===== config.mk =====
export PLATFORM = sky130hd
export DESIGN_NAME = pcm_sample_fifo_flat
export DESIGN_NICKNAME = d
export VERILOG_FILES = /design/src/rtl/pcm_sample_fifo_if.sv /design/src/rtl/pcm_sample_fifo.sv /design/src/flat_wrapper.sv
export SDC_FILE = /design/constraint.sdc
export NUM_CORES = 1
export LEC_CHECK = 0
export ABC_AREA = 1
export CORE_ASPECT_RATIO = 2
export CORE_MARGIN = 2
export CORE_UTILIZATION = 59
export DETAILED_ROUTE_END_ITERATION = 8
export PLACE_DENSITY_LB_ADDON = 0.15
export SLEW_MARGIN = 20
export SYNTH_ARGS = -nofsm -noshare
export SYNTH_HDL_FRONTEND = slang
export SYNTH_SLANG_ARGS = --single-unit

===== constraint.sdc =====
create_clock -name clk -period 3.9 [get_ports clk]
set_clock_uncertainty 0.05 [all_clocks]
set_input_delay 0.78 -clock clk [delete_from_list [all_inputs] [get_ports clk]]
set_output_delay 0.78 -clock clk [all_outputs]
set_load 0.02 [all_outputs]

===== src/rtl/pcm_sample_fifo_if.sv =====
// pcm_sample_fifo_if: sample write strobe and host read handshake.
// master drives the sample strobe and read request; slave is the FIFO.
interface pcm_sample_fifo_if #(
  parameter int unsigned DW = 16
);
  logic          ce_pcm;
  logic [DW-1:0] pcm_in;
  logic          rd_en;
  logic [DW-1:0] rd_data;
  logic          rd_valid;

  modport master (
    output ce_pcm,
    output pcm_in,
    output rd_en,
    input  rd_data,
    input  rd_valid
  );

  modport slave (
    input  ce_pcm,
    input  pcm_in,
    input  rd_en,
    output rd_data,
    output rd_valid
  );
endinterface


===== src/rtl/pcm_sample_fifo.sv =====
// pcm_sample_fifo: capture FIFO behind the FIR filter with threshold irq,
// sticky overflow and an optional peak-magnitude tracker.
// Optional feature macro: PCM_FIFO_PEAK_EN (peak register; tied to 0 otherwise).
module pcm_sample_fifo #(
  parameter int unsigned DW    = 16,
  parameter int unsigned DEPTH = 16,
  parameter int unsigned AW    = 4
) (
  input  logic                 clk,
  input  logic                 rst,
  pcm_sample_fifo_if.slave     bus,
  input  logic                 clear,
  output logic [AW:0]          level,
  output logic                 empty,
  output logic                 full,
  output logic                 overflow,
  input  logic [DW-2:0]        thr,
  input  logic                 irq_en,
  output logic                 irq_thr,
  output logic [DW-2:0]        peak
);

  localparam int unsigned CW = AW + 1;
  localparam int unsigned MW = DW - 1;

  logic [DW-1:0] mem [DEPTH];
  logic [AW-1:0] wp;
  logic [AW-1:0] rp;
  logic          thr_hit;

  logic          rd_acc_c;
  logic          wr_acc_c;
  logic          drop_c;
  logic [CW-1:0] level_nxt_c;
  logic [DW-1:0] abs_c;
  logic [MW-1:0] mag_c;
  logic          hit_c;

  // Accept/drop decisions; a full FIFO still takes a sample if a read frees a slot.
  always_comb begin
    rd_acc_c = bus.rd_en & ~empty;
    wr_acc_c = bus.ce_pcm & (~full | bus.rd_en);
    drop_c   = bus.ce_pcm & full & ~bus.rd_en;
  end

  // Occupancy after this cycle's accepted read/write.
  always_comb begin
    level_nxt_c = level;
    unique case ({wr_acc_c, rd_acc_c})
      2'b10:   level_nxt_c = level + CW'(1);
      2'b01:   level_nxt_c = level - CW'(1);
      default: level_nxt_c = level;
    endcase
  end

  // Saturating magnitude: only the most negative code overflows the abs, giving MSB=1.
  always_comb begin
    abs_c = bus.pcm_in[DW-1] ? (~bus.pcm_in + DW'(1)) : bus.pcm_in;
    mag_c = abs_c[DW-1] ? {MW{1'b1}} : abs_c[MW-1:0];
    hit_c = bus.ce_pcm & (mag_c >= thr);
  end

  // Sample storage; contents are deliberately not flushed by clear/reset.
  always_ff @(posedge clk) begin
    if (!rst && !clear && wr_acc_c) begin
      mem[wp] <= bus.pcm_in;
    end
  end

  // Pointers, occupancy and status flags.
  always_ff @(posedge clk) begin
    if (rst || clear) begin
      wp       <= '0;
      rp       <= '0;
      level    <= '0;
      empty    <= 1'b1;
      full     <= 1'b0;
      overflow <= 1'b0;
    end else begin
      if (wr_acc_c) wp <= wp + AW'(1);
      if (rd_acc_c) rp <= rp + AW'(1);
      level <= level_nxt_c;
      empty <= (level_nxt_c == CW'(0));
      full  <= (level_nxt_c == CW'(DEPTH));
      if (drop_c) overflow <= 1'b1;
    end
  end

  // Read data path: clear kills the pulse but keeps the last data word.
  always_ff @(posedge clk) begin
    if (rst) begin
      bus.rd_data  <= '0;
      bus.rd_valid <= 1'b0;
    end else if (clear) begin
      bus.rd_valid <= 1'b0;
    end else begin
      bus.rd_valid <= rd_acc_c;
      if (rd_acc_c) bus.rd_data <= mem[rp];
    end
  end

  // Sticky threshold hit and its registered, enable-gated interrupt.
  always_ff @(posedge clk) begin
    if (rst || clear) begin
      thr_hit <= 1'b0;
      irq_thr <= 1'b0;
    end else begin
      thr_hit <= thr_hit | hit_c;
      irq_thr <= (thr_hit | hit_c) & irq_en;
    end
  end

`ifdef PCM_FIFO_PEAK_EN
  // Peak magnitude since the last clear, including dropped samples.
  always_ff @(posedge clk) begin
    if (rst || clear) begin
      peak <= '0;
    end else if (bus.ce_pcm && (mag_c > peak)) begin
      peak <= mag_c;
    end
  end
`else
  assign peak = '0;
`endif

endmodule


===== src/flat_wrapper.sv =====
// flat-port wrapper written by rule: the top's interface ports become plain ports
module pcm_sample_fifo_flat 
#(
  parameter int unsigned DW    = 16,
  parameter int unsigned DEPTH = 16,
  parameter int unsigned AW    = 4
)
  (clk, rst, clear, level, empty, full, overflow, thr, irq_en, irq_thr, peak, bus_ce_pcm, bus_pcm_in, bus_rd_en, bus_rd_data, bus_rd_valid);
  pcm_sample_fifo_if #(.DW(DW)) bus_i ();
  input  logic clk;
  input  logic rst;
  input  logic clear;
  output logic [AW:0] level;
  output logic empty;
  output logic full;
  output logic overflow;
  input  logic [DW-2:0] thr;
  input  logic irq_en;
  output logic irq_thr;
  output logic [DW-2:0] peak;
  input wire logic [$bits(bus_i.ce_pcm)-1:0] bus_ce_pcm;
  input wire logic [$bits(bus_i.pcm_in)-1:0] bus_pcm_in;
  input wire logic [$bits(bus_i.rd_en)-1:0] bus_rd_en;
  output wire logic [$bits(bus_i.rd_data)-1:0] bus_rd_data;
  output wire logic [$bits(bus_i.rd_valid)-1:0] bus_rd_valid;
  assign bus_i.ce_pcm = bus_ce_pcm;
  assign bus_i.pcm_in = bus_pcm_in;
  assign bus_i.rd_en = bus_rd_en;
  assign bus_rd_data = bus_i.rd_data;
  assign bus_rd_valid = bus_i.rd_valid;
  pcm_sample_fifo #(.DW(DW), .DEPTH(DEPTH), .AW(AW)) u_core (.clk(clk), .rst(rst), .bus(bus_i), .clear(clear), .level(level), .empty(empty), .full(full), .overflow(overflow), .thr(thr), .irq_en(irq_en), .irq_thr(irq_thr), .peak(peak));
endmodule

### Register map, names as in the netlist, run 1

Other sequential cells in the stronger grey, the rest of the logic in the fainter grey.
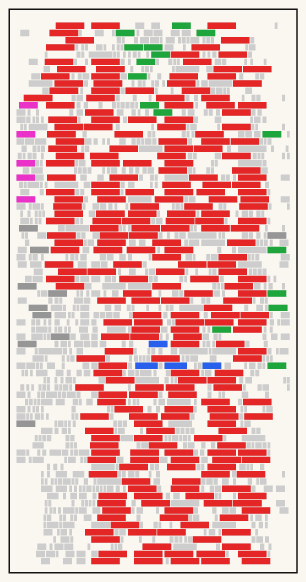
[`u_core.rp`] blue | sequential cells: 4
[`u_core.bus.rd_data`] green | sequential cells: 16
[`u_core.level`] magenta | sequential cells: 5 | where: north-west
[`u_core.mem`] red | sequential cells: 256 | where: spread over the die

### Logic cells by family, run 1

Bar = 20 microns.
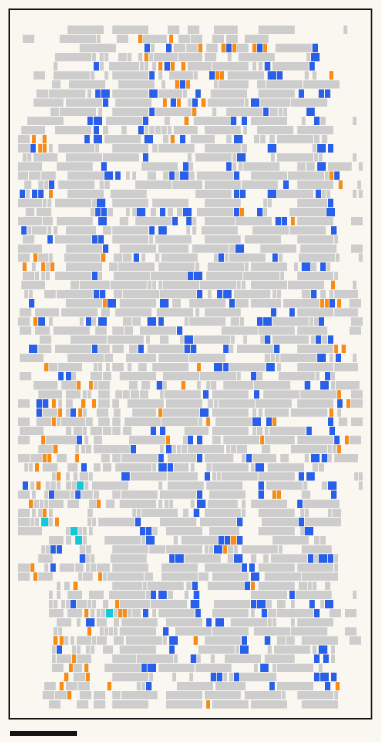
[inverting AOI/OAI gates] blue | cells: 255 | where: spread over the die
[inverters] orange | cells: 104 | where: spread over the die
[AND and OR gates] cyan | cells: 5 | where: south-west

==> flow_summary.toml, run 1 <==
# implementation run metrics
[setup_path]
crit_chain = "clkdlybuf4s50_1 -> inv_1 -> nand3_1 -> nor2_1 -> nand2_1 -> nor2_4 -> nand3_2 -> nor2_1 -> nand2_2 -> nand2_1 -> ha_1 -> nand2_1 -> inv_1 -> a21oi_1 -> nand2_1 -> nand2_1 -> nand3_1 -> nand2_1 -> nand2_1 -> nand2_1 -> nor2_1"
end_kind = "flip-flop"
slowest_stage = "clkdlybuf4s50_1"
cpPeakStageDelay_ps = 500
crit_type = "input pin to flip-flop"

[synth]
yosys.area.top_type_share_pct = 60.7
muxShareOfSynthArea_pct = 0
synth_area_per_cell_sq_um = 11.1
ys_top_cells_by_area = "edfxtp_1 61%, nor2_1 5.8%, dfxtp_1 5.5%"
xor_share_pct = 0.760
ys_sh_simple_pct = 12.6
yosysChipArea_sq_um = 12700
ys_cells = 1144

[final_timing]
fin_ws_ps = 806
fin_crit_sh_pct = 79.3
setup_viol = 0

[finish]
nNetsFinal = 1293
reg.largest.list = "u_core.mem x256, u_core.bus.rd_data x16, u_core.level x5"
stdcell_count = 1518

[floorplan]
fp.dieH_microns = 211
core-area_sq_um = 21000
die_x_microns = 108

[clock_network]
cts-resized-gates = 0
htreeDepth = 1

[pwr]
p_leak_nw = 5.24
p_seq_mw = 3.42
switching_share_pct = 21.1

[status]
status = "finished, final reports clean"

[routing]
ant_nets = 0
wl_per_cell_microns = 21.1

[placement]
portBuffers = 62
### Clock nets, run 1

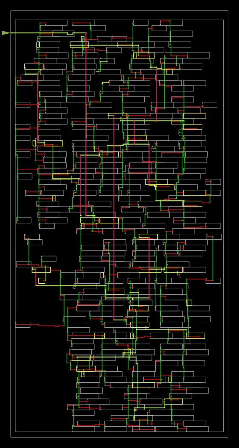
Flops: 291
Clock buffer cells: 36
P_clk: 2.64 mW
CTS sink cnt: 291

### I/O pins on the die edge, run 1

Pins as bars across the die edge, other pins in grey.
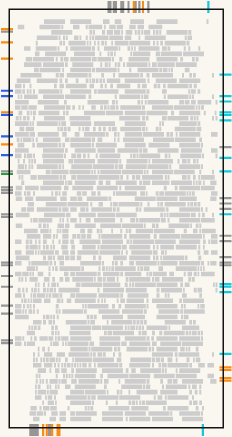
[`level`] blue | pins: 5 | direction: output | edge: west
[`empty`] green | pins: 1 | direction: output | edge: west
[`peak`] cyan | pins: 15 | direction: output | edge: 13 east, 1 north, 1 south
[`bus_pcm_in`] orange | pins: 16 | direction: input | edge: 5 west, 5 south, 4 east, 2 north

-- run 1: synth_stat cells --
master	count
o21ai_1	5
buf_1	2
a21oi_1	49
nor2_4	3
dfxtp_1	35
fa_1	1
nor4_1	1
nand4_1	3
buf_4	23
xor2_1	9
buf_6	4
o21ai_0	134
nand3_2	2
edfxtp_1	256
or2_1	1
nand3b_1	3
conb_1	1
a31oi_1	1
nand3_1	61
a21boi_0	1
and2_1	1
inv_2	3
inv_1	99
o211ai_1	65
clkinv_1	2
xnor2_1	2
nand2_2	1
nand2_1	91
or2_2	2
clkbuf_1	28
ha_1	25
or2_0	1
nor2_1	195
buf_2	18
nor3_1	16
-- run 1: path summary, 6_finish.rpt --
check                  from               endpoint  slack (ps)  depth (start not counted)
max           bus_pcm_in[0]         u_core.irq_thr         810                         21
min reg2reg  u_core.thr_hit         u_core.thr_hit         420                          2
min          u_core.thr_hit         u_core.thr_hit         420                          2
max reg2reg    u_core.rp[0]  u_core.bus.rd_data[8]        1110                         10
-- run 1: worst max-delay path: cells and delay by family --
| family | cells | cell delay (ps) |
|---|---|---|
| fa+ha+maj | 1 | 240 |
| buf+inv | 3 | 690 |
| simple gates | 16 | 1550 |
| compound gates | 1 | 180 |
-- run 1: final cells by class --
cell class / count / area (sq um)
Timing Repair Buffer: 120 / 1080
Multi-Input combinational cell: 688 / 3600
Clock inverter: 10 / 186
Inverter: 104 / 392
Sequential cell: 291 / 8400
Fill cell: 1568 / 6360
Tap cell: 269 / 337
Clock buffer: 36 / 677
-- run 1: layer usage --
layer	GRT usage (%)	wire, microns
met5	0	0
met4	15.1	1560
met3	3.27	2260
met2	51.2	17100
met1	33.6	11100
### Signal wires by layer, run 1

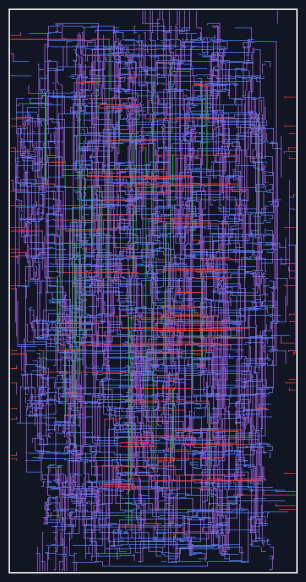

==> run 2: changes to the inputs <==
--- a/config.mk
+++ b/config.mk
@@ -8,7 +8,7 @@
 export ABC_AREA = 1
 export CORE_ASPECT_RATIO = 2
 export CORE_MARGIN = 2
-export CORE_UTILIZATION = 59
+export CORE_UTILIZATION = 54
 export DETAILED_ROUTE_END_ITERATION = 8
 export PLACE_DENSITY_LB_ADDON = 0.15
 export SLEW_MARGIN = 20
==> constraint.sdc (replaced) <==
create_clock -name clk -period 2.6 [get_ports clk]
set_clock_uncertainty 0.05 [all_clocks]
set_input_delay 0.52 -clock clk [delete_from_list [all_inputs] [get_ports clk]]
set_output_delay 0.52 -clock clk [all_outputs]
set_load 0.02 [all_outputs]
### Signal wires by layer, run 2

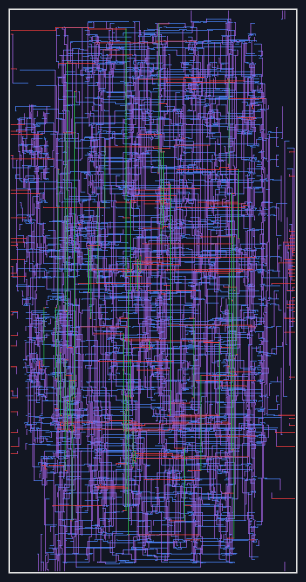
[met1] blue | wire length: 11300 microns
[met2] purple | wire length: 17100 microns
[met3] red | wire length: 1690 microns
[met4] green | wire length: 1750 microns

### Register map, names as in the netlist, run 2

Other sequential cells in the stronger grey, the rest of the logic in the fainter grey.
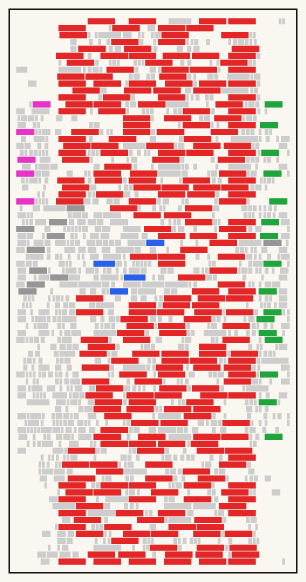
[`u_core.bus.rd_data`] green | sequential cells: 16
[`u_core.rp`] blue | sequential cells: 4 | where: centre
[`u_core.mem`] red | sequential cells: 256
[`u_core.level`] magenta | sequential cells: 5 | where: north-west
not coloured: 10

==> flow_summary.toml, run 2 <==
# implementation run metrics
[synth]
ys_cells = 1144
synth-main-ff-cell = "edfxtp_1"
yosysChipArea_sq_um = 12700
most_common_cell = "edfxtp_1"
common_cells = "256 x edfxtp_1, 195 x nor2_1, 134 x o21ai_0, 99 x inv_1, 91 x nand2_1"
ys_top_cells_by_area = "edfxtp_1 61%, nor2_1 5.8%, dfxtp_1 5.5%"
synth_area_per_cell_sq_um = 11.1
synth-async-reset-ratio_pct = 0
yosys.area.top_type_share_pct = 60.7

[global_route]
grtUsageMet2_pct = 47.5
grt_util_met1_pct = 28.8
top_usage_layer = "met2"

[clock_network]
clock-sinks = 291
htreeDepth = 1

[setup_path]
r2r_setup_slack_ps = 460
cpLargestDelayFamily = "simple AND/OR/NAND/NOR gates"
r2r_cells = 10
worst-path-buf-inv = 1
cpPeakStageDelay_ps = 550
crit_type = "input pin to flip-flop"
crit_chain = "clkdlybuf4s50_1 -> nor2_1 -> nand3_1 -> nand2_2 -> o21ai_0 -> or2_1 -> nand3_2 -> ha_1 -> nand2_2 -> nor2_1 -> nand2_1 -> nor2_1 -> nor2_1 -> nand3_1 -> nand2_1 -> nand2_1 -> nand2_1 -> nor2_1"
crit_cells = 18
end_kind = "flip-flop"

[finish]
stdcell_count = 1568
reg.largest.list = "u_core.mem x256, u_core.bus.rd_data x16, u_core.level x5"
largest_register_ff_count = 256
regArea_sq_um = 8400
nNetsFinal = 1329
logic_area_sq_um = 3700

[pwr]
p_seq_mw = 5.12
switching_share_pct = 21.1
p_clk_mw = 4.02

[final_timing]
fin_crit_sh_pct = 93.6
fin_ws_ps = 166

[floorplan]
fp.dieH_microns = 221
core-area_sq_um = 23100

[routing]
wl_per_cell_microns = 20.3

[status]
status = "finished, final reports clean"

[placement]
portBuffers = 62
dp_hpwl_mm = 20.4
### Logic cells by family, run 2

Bar = 20 microns.
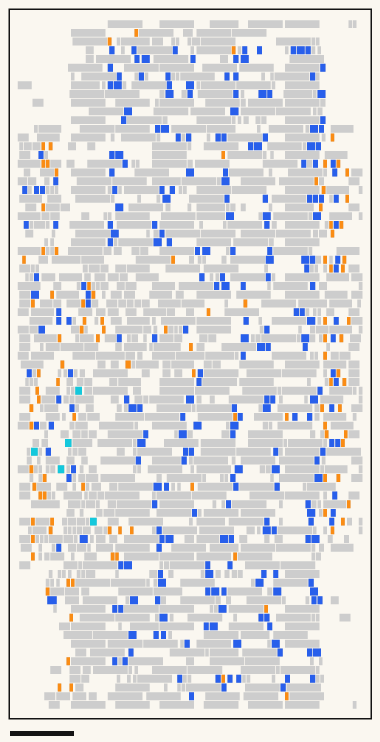
[AND and OR gates] cyan | cells: 5
[inverters] orange | cells: 104
[inverting AOI/OAI gates] blue | cells: 255 | where: spread over the die

-- run 2: cell counts after synthesis --
Identical to the previous run, type by type.
-- run 2: worst paths after layout --
| kind | startpoint | end |
|---|---|---|
| worst max-delay path | bus_pcm_in[7] | u_core.irq_thr |
| worst min-delay path | bus_pcm_in[11] | u_core.mem[13][11] |
| worst max register to register | u_core.full | u_core.empty |
| worst min register to register | u_core.thr_hit | u_core.thr_hit |
-- run 2: through the flow --
stage | util [%] | TNS [ps]
floorplan | - | -35020
global placement | 61.4 | -2060
detailed placement | 61.4 | -2350
CTS | 65.2 | 0
global route | 65.8 | -55.8
finish | 65.8 | 0
-- run 2: layer usage --
| layer | vias to the layer above | part of all wire, % |
|---|---|---|
| met2 | 351 | 54 |
| met5 | - | 0 |
| met4 | 0 | 5.5 |
| met1 | 4223 | 36 |
| li1 | 4211 | - |
| met3 | 94 | 5.3 |
-- run 2: cell families (layout without fill, tap and decap cells) --
group                    count (synthesis)  count (layout)  synth area share [%]
AND-OR/OR-AND                          255             255                  11.4
XOR/XNOR                                11              11                 0.760
adder cells (fa/ha/maj)                 26              26                  2.63
buffers and inverters                  179             305                  6.40
flip-flops                             291             291                  66.2
other                                    1              15                0.0296
AND/OR/NAND/NOR                        381             382                  12.6
-- run 2: layout make-up --
type                    count  share of cell area, %
inverters                 104                   2.57
repair buffers            155                   9.77
clock buffers              29                   4.21
clock inverters            17                   1.60
multi-input cells         689                   24.3
well taps                 283                   2.33
flip-flops and latches    291                   55.2
-- run 2: repair_timing --
item / in CTS / in global routing
cloned: 1 / 0
setup endpoints to repair: 2 / 3
gates resized: 10 / 34
pin swaps: 0 / 7
setup buffers: 0 / 5
### I/O pins on the die edge, run 2

Pins as bars across the die edge, other pins in grey.
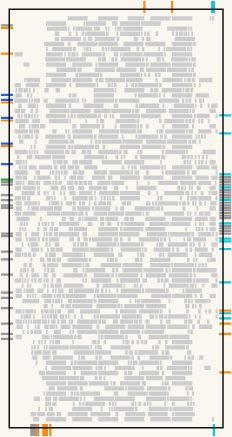

==> run 3: changes to the inputs <==
--- a/config.mk
+++ b/config.mk
@@ -10,6 +10,7 @@
 export CORE_MARGIN = 2
 export CORE_UTILIZATION = 54
 export DETAILED_ROUTE_END_ITERATION = 8
+export MAX_ROUTING_LAYER = met4
 export PLACE_DENSITY_LB_ADDON = 0.15
 export SLEW_MARGIN = 20
 export SYNTH_ARGS = -nofsm -noshare
### I/O pins on the die edge, run 3

Pins as bars across the die edge, other pins in grey.
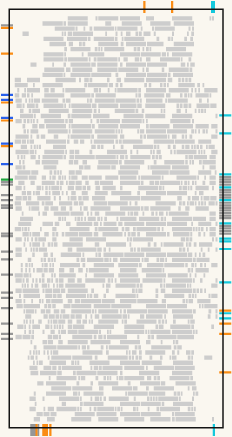
[`bus_pcm_in`] orange | pins: 16 | direction: input | edge: 5 south, 5 west, 4 east, 2 north
[`peak`] cyan | pins: 15 | direction: output | edge: 12 east, 2 north, 1 south
[`empty`] green | pins: 1 | direction: output | edge: west
[`level`] blue | pins: 5 | direction: output | edge: west
all pins by edge: 35 east, 29 west, 10 south, 4 north

### Signal wires by layer, run 3

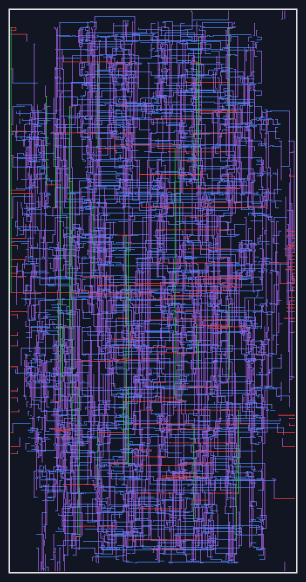
[met3] red | wire length: 1470 microns
[met4] green | wire length: 1230 microns
[met2] purple | wire length: 16800 microns
[met1] blue | wire length: 11600 microns

### Logic cells by family, run 3

Bar = 20 microns.
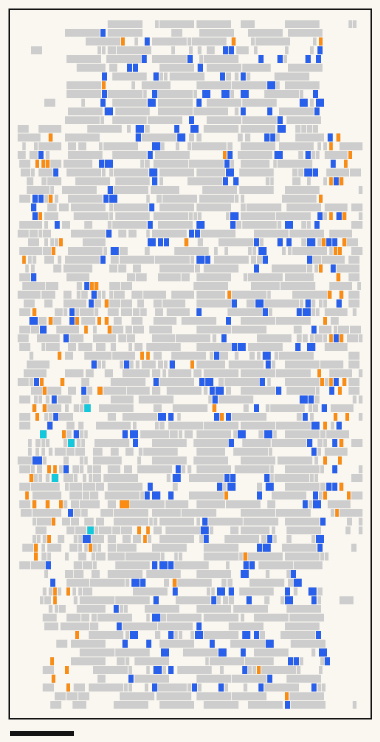
[inverters] orange | cells: 104
[AND and OR gates] cyan | cells: 5 | where: west
[inverting AOI/OAI gates] blue | cells: 255 | where: spread over the die

==> flow_summary.toml, run 3 <==
# implementation run metrics
[placement]
portBuffers = 62

[setup_path]
r2r_setup_slack_ps = 450
end_kind = "flip-flop"
r2r_cells = 10
r2r_end = "u_core.empty"

[finish]
nNetsFinal = 1334
final_util_pct = 65.8
stdcell_count = 1571

[synth]
xor_share_pct = 0.760
synth_area_per_cell_sq_um = 11.1
yosys.area.top_type_share_pct = 60.7
ys_cells = 1144
synth-main-ff-cell = "edfxtp_1"
post_synth_fa_ha_maj_area_fraction_pct = 2.63
common_cells = "256 x edfxtp_1, 195 x nor2_1, 134 x o21ai_0, 99 x inv_1, 91 x nand2_1"
ys_sh_simple_pct = 12.6
ys_top_cells_by_area = "edfxtp_1 61%, nor2_1 5.8%, dfxtp_1 5.5%"
synthAoiAreaFrac_pct = 11.4
muxShareOfSynthArea_pct = 0

[routing]
wl_met1_mm = 11.6

[clock_network]
clock-sinks = 291

[pwr]
p_clk_mw = 3.71

[worst_hold_path]
hold_end = "u_core.thr_hit"
hp-start = "u_core.thr_hit"

[status]
status = "finished, final reports clean"

[final_timing]
fin_crit_sh_pct = 91.7

[floorplan]
fp.dieH_microns = 221
==> run 3: cell counts after synthesis <==
Identical to the previous run, type by type.
==> run 3: per-stage QoR <==
stage          setup WS (ps)  power [mW]  hold WS (ps)  setup TNS [ps]
2_1_floorplan           -211        5.56           386          -35020
3_3_place_gp            -664        5.85           394           -2020
3_5_place_dp            -730        5.86           400           -2370
4_1_cts                 30.4        9.52           410               0
5_1_grt                -19.7        9.75           430           -19.7
6_report                 217        9.50           409               0
==> run 3: repair_timing <==
item                                    in CTS  in global routing
gates resized                               10                 42
pin swaps                                    1                 15
cloned                                       0                  1
buffers inserted                             2                  4
endpoints found under the setup margin       2                  2
==> run 3: worst max path at each step <==
stage | cells past startpoint | start | slack, ps | end
after floorplan | 5 | bus_rd_en | -210 | u_core.mem[4][0]
final | 18 | bus_pcm_in[7] | 220 | u_core.irq_thr
after CTS | 21 | bus_pcm_in[3] | 30 | u_core.irq_thr
after detailed placement | 21 | bus_pcm_in[1] | -730 | u_core.irq_thr
after global routing | 18 | bus_pcm_in[7] | -20 | u_core.irq_thr
after global placement | 21 | bus_pcm_in[0] | -660 | u_core.irq_thr
==> run 3: area by class of cell <==
type                            count  area, sq um  share of cell area (%)
Sequential cell                   291         8400                    55.1
Inverter                          104          397                    2.60
Clock buffer                       27          633                    4.16
Timing Repair Buffer              160         1530                    10.0
Tap cell                          283          354                    2.33
Clock inverter                     17          165                    1.08
Multi-Input combinational cell    689         3750                    24.7
==> run 3: critical path: stages <==
cell and delay (ps):
clkdlybuf4s50_1 580, nor2_4 210, buf_4 130, nand4_1 140, nand2_1 90, nand2_1 50
nand2_1 60, inv_1 40, ha_1 290, nand2_1 70, nor2_1 130, and2_1 130
nand2_1 50, nand3_1 70, nand2_1 70, nand2_1 70, nand2_1 50, nor2_1 80
No activity file was given, so power comes from the tool's default toggle rates.
